$ cat config.mk
export PLATFORM = sky130hd
export DESIGN_NAME = uart_hex_parser
export DESIGN_NICKNAME = d
export VERILOG_FILES = /design/src/rtl/uart_hex_parser_pkg.sv /design/src/rtl/uart_hex_parser_hex_ascii_decode.sv /design/src/rtl/uart_hex_parser.sv
export SDC_FILE = /design/constraint.sdc
export NUM_CORES = 1
export LEC_CHECK = 0
export CAP_MARGIN = 25
export CORE_ASPECT_RATIO = 1.5
export CORE_UTILIZATION = 51
export CTS_CLUSTER_SIZE = 16
export DETAILED_ROUTE_END_ITERATION = 6
export PLACE_DENSITY = 0.78
export SYNTH_ARGS = -nofsm -noshare
export SYNTH_HDL_FRONTEND = slang
export SYNTH_SLANG_ARGS = --single-unit
$ cat constraint.sdc
create_clock -name clk -period 2.4 [get_ports clk]
set_clock_uncertainty 0.2 [all_clocks]
set_input_delay 0.36 -clock clk [delete_from_list [all_inputs] [get_ports clk]]
set_output_delay 0.36 -clock clk [all_outputs]
set_load 0.005 [all_outputs]
$ cat src/rtl/uart_hex_parser_pkg.sv
// uart_hex_parser_pkg: shared ASCII constants and FSM state encoding for the
// UART hex-line parser (uart_hex_parser and hex_ascii_decode).
package uart_hex_parser_pkg;

  localparam logic [7:0] ASCII_CR = 8'h0D;
  localparam logic [7:0] ASCII_LF = 8'h0A;
  localparam logic [7:0] ASCII_0  = 8'h30;
  localparam logic [7:0] ASCII_9  = 8'h39;
  localparam logic [7:0] ASCII_UA = 8'h41;
  localparam logic [7:0] ASCII_UF = 8'h46;
  localparam logic [7:0] ASCII_LA = 8'h61;
  localparam logic [7:0] ASCII_LF_HEX = 8'h66;  // lowercase 'f'

  typedef enum logic [1:0] {
    IDLE    = 2'd0,
    ACCUM   = 2'd1,
    DISCARD = 2'd2
  } state_t;

endpackage

$ cat src/rtl/uart_hex_parser_hex_ascii_decode.sv
// hex_ascii_decode: classifies one received ASCII byte.
//   code    in  8  received byte
//   nib     out 4  hex nibble value (0 when not hex)
//   is_hex  out 1  byte is a hex digit
//   is_term out 1  byte is CR or LF
// Config macro: HEX_PARSER_LOWER_EN - when defined, 'a'-'f' also decode as hex.
module hex_ascii_decode
  import uart_hex_parser_pkg::*;
(
  input  logic [7:0] code,
  output logic [3:0] nib,
  output logic       is_hex,
  output logic       is_term
);

  always_comb begin
    nib     = 4'h0;
    is_hex  = 1'b0;
    is_term = (code == ASCII_CR) || (code == ASCII_LF);
    if (code >= ASCII_0 && code <= ASCII_9) begin
      is_hex = 1'b1;
      nib    = code[3:0];
    end else if (code >= ASCII_UA && code <= ASCII_UF) begin
      // 'A' is 0x41: low nibble 1..6 maps to 10..15
      is_hex = 1'b1;
      nib    = code[3:0] + 4'd9;
    end
`ifdef HEX_PARSER_LOWER_EN
    else if (code >= ASCII_LA && code <= ASCII_LF_HEX) begin
      is_hex = 1'b1;
      nib    = code[3:0] + 4'd9;
    end
`else
`endif
  end

endmodule

$ cat src/rtl/uart_hex_parser.sv
// uart_hex_parser: assembles ASCII hex lines ("ABCD\r\n") from the UART RX
// byte stream into a 16-bit value; malformed lines are flagged and dropped.
//   clk          in  1   clock
//   rst          in  1   synchronous reset, active low
//   rx_ready     in  1   byte available on rx_byte
//   rx_byte      in  8   received byte
//   rx_read      out 1   one-cycle pop strobe back to the RX side
//   value_out    out 16  last completed value (zero-extended)
//   value_valid  out 1   one-cycle pulse when value_out updates
//   digits_out   out 3   digit count of value_out
//   err          out 1   one-cycle pulse on bad char, overflow or timeout
// Config macro: HEX_PARSER_LOWER_EN (consumed inside hex_ascii_decode).
module uart_hex_parser
  import uart_hex_parser_pkg::*;
#(
  parameter int MAX_DIGITS     = 4,
  parameter int TIMEOUT_CYCLES = 0
) (
  input  logic        clk,
  input  logic        rst,
  input  logic        rx_ready,
  input  logic [7:0]  rx_byte,
  output logic        rx_read,
  output logic [15:0] value_out,
  output logic        value_valid,
  output logic [2:0]  digits_out,
  output logic        err
);

  localparam bit TMO_EN = (TIMEOUT_CYCLES > 0);
  localparam int TW     = (TIMEOUT_CYCLES > 1) ? $clog2(TIMEOUT_CYCLES) : 1;
  localparam logic [TW-1:0] TMO_LAST = TW'(TMO_EN ? TIMEOUT_CYCLES - 1 : 0);

  state_t        state, state_n, cur;
  logic [15:0]   acc, acc_n, value_n;
  logic [2:0]    dcnt, dcnt_n, digits_n;
  logic [TW-1:0] tmo, tmo_n;
  logic          take, fire, vld_n, err_n;
  logic [3:0]    nib;
  logic          is_hex, is_term;

  hex_ascii_decode u_dec (
    .code    (rx_byte),
    .nib     (nib),
    .is_hex  (is_hex),
    .is_term (is_term)
  );

  // rx_read is registered, so it doubles as the "just popped" flag that
  // blocks a second take in the following cycle.
  assign take = rx_ready && !rx_read;
  assign fire = TMO_EN && (state != IDLE) && (tmo == TMO_LAST);

  always_comb begin
    // A timeout abandons the line; a byte taken in the same cycle is then
    // handled as if the FSM were already back in IDLE.
    cur      = fire ? IDLE : state;
    state_n  = cur;
    acc_n    = fire ? 16'h0 : acc;
    dcnt_n   = fire ? 3'd0 : dcnt;
    err_n    = fire && !take && (state == ACCUM);
    vld_n    = 1'b0;
    value_n  = value_out;
    digits_n = digits_out;
    if (take) begin
      case (cur)
        IDLE: begin
          if (is_hex) begin
            acc_n   = {12'h0, nib};
            dcnt_n  = 3'd1;
            state_n = ACCUM;
          end else if (!is_term) begin
            err_n   = 1'b1;
            state_n = DISCARD;
          end
        end
        ACCUM: begin
          if (is_hex && dcnt < 3'(MAX_DIGITS)) begin
            acc_n  = {acc[11:0], nib};
            dcnt_n = dcnt + 3'd1;
          end else if (is_term) begin
            value_n  = acc;
            digits_n = dcnt;
            vld_n    = 1'b1;
            acc_n    = 16'h0;
            dcnt_n   = 3'd0;
            state_n  = IDLE;
          end else begin
            // bad char or one digit too many
            err_n   = 1'b1;
            acc_n   = 16'h0;
            dcnt_n  = 3'd0;
            state_n = DISCARD;
          end
        end
        DISCARD: begin
          if (is_term) state_n = IDLE;
        end
        default: state_n = IDLE;
      endcase
    end
    tmo_n = (!TMO_EN || take || state_n == IDLE) ? '0 : tmo + 1'b1;
  end

  always_ff @(posedge clk) begin
    if (!rst) begin
      state       <= IDLE;
      acc         <= 16'h0;
      dcnt        <= 3'd0;
      tmo         <= '0;
      rx_read     <= 1'b0;
      value_out   <= 16'h0;
      value_valid <= 1'b0;
      digits_out  <= 3'd0;
      err         <= 1'b0;
    end else begin
      state       <= state_n;
      acc         <= acc_n;
      dcnt        <= dcnt_n;
      tmo         <= tmo_n;
      rx_read     <= take;
      value_out   <= value_n;
      value_valid <= vld_n;
      digits_out  <= digits_n;
      err         <= err_n;
    end
  end

endmodule

### Gate families picked out

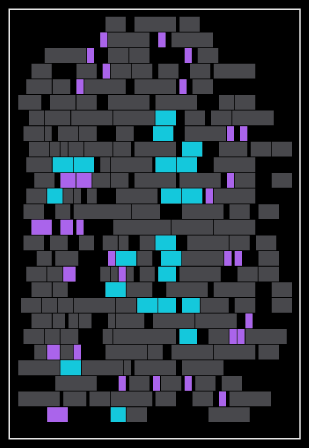
- nor cells: purple (cells 31; most used nor2_1)
- non-inverting ao/oa cells: cyan (cells 21; most used a22o_2)

### Zoomed window

Bar = 5 um. Region (15, 42) to (35, 62) um. Cells in grey, sequential cells in the stronger grey; small squares are vias.
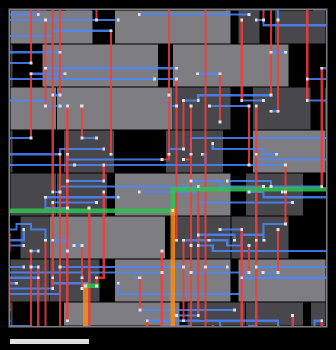
- metal 4: orange
- metal 1: blue
- metal 2: red
- metal 3: green
- cells with their middle in the window: 28
- sequential cells in the window: 11
- netlist names of flops here include: `acc` (9), `value_out` (2)
- most frequent: dfxtp_1 (11), a22o_2 (7), o2bb2ai_1 (3)

### Clock routing

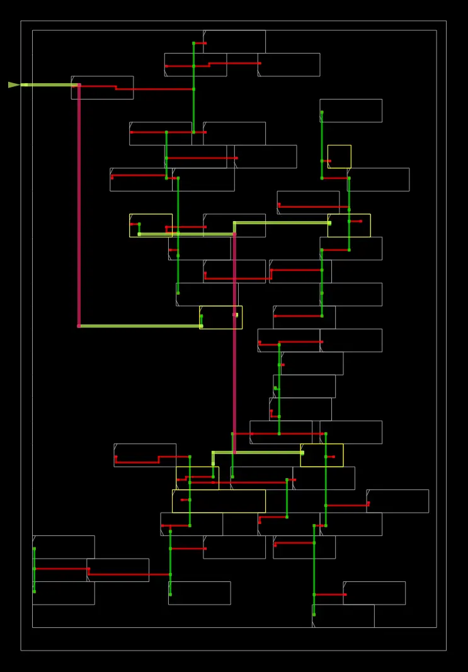
Clock Power: 533 uW
TritonCTS Buffers: 5
flop count: 43
Clock Sinks: 43

### Wiring heat map

The die is cut into 10 by 15 equal tiles; white is low, dark blue is high, scaled to the fullest tile. Values are wire area over tile area, all layers added.
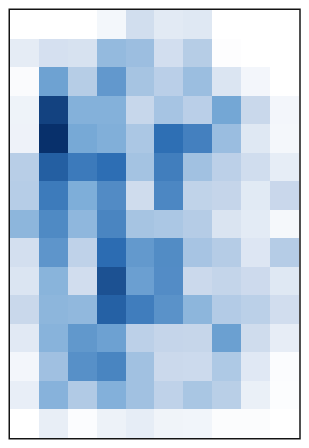
- emptiest ninth of the die: upper right
- mean over tiles: 0.15
- densest ninth of the die: centre
- tiles over half the peak: 21%
- nearly empty tiles: 11%
- fullest tile: 0.47
final wirelength: 3500 um
Vias: 1,350
DR WL/cell: 14.0 um
GRT Total Usage: 0.210

==> impl_metrics.ini <==
; yosys + openroad results
[placement]
dp.cells = 243
dp_slack_ns = -0.197

[layout]
fin_nets = 224
antenna_cells = 0
design_area_um2 = 2340
seq_area_um2 = 861
drive_gt1_frac = 0.188

[routing]
drt_iter0_markers = 25
drt-met1-wl_um = 1390

[run]
tool_warnings = 29
maxCapViolCount = 0

[yosys]
ys_area_um2 = 1790
synth_adder_area_share = 0.0349
edf_count = 0
yosys.stat.seqShare = 0.481
synthXorXnorAreaFrac = 0

[clock_network]
cts_hold_buf = 0
htreeDepth = 2
clkSlewWorstSetupHoldPaths_ns = 0.08

[floorplan]
n_tap_cell = 42
dieWidth_um = 50.4
core-area_um2 = 3380
chipArea_um2 = 3760
io_pins = 33

[setup_path]
cp-end-kind = register
path_cells = clkdlybuf4s50_1 > inv_1 > ha_1 > nor3b_1 > nand4bb_4 > a32o_1 > buf_4 > a22o_2
crit_family = buffers and inverters
cp-startpoint = rx_byte[0]
r2r_start = cur[1]$_SDFFE_PN0P_

[pwr]
seqPwrFrac = 0.532
switching_power_uw = 285
total_power_mw = 1.36

[final_timing]
slew_violations = 0
fmaxAchievable_ghz = 0.433

[grt]
grt_max_degree = 23

[outcome]
status = finished, final reports clean
Power is estimated from default activity; no workload was simulated.
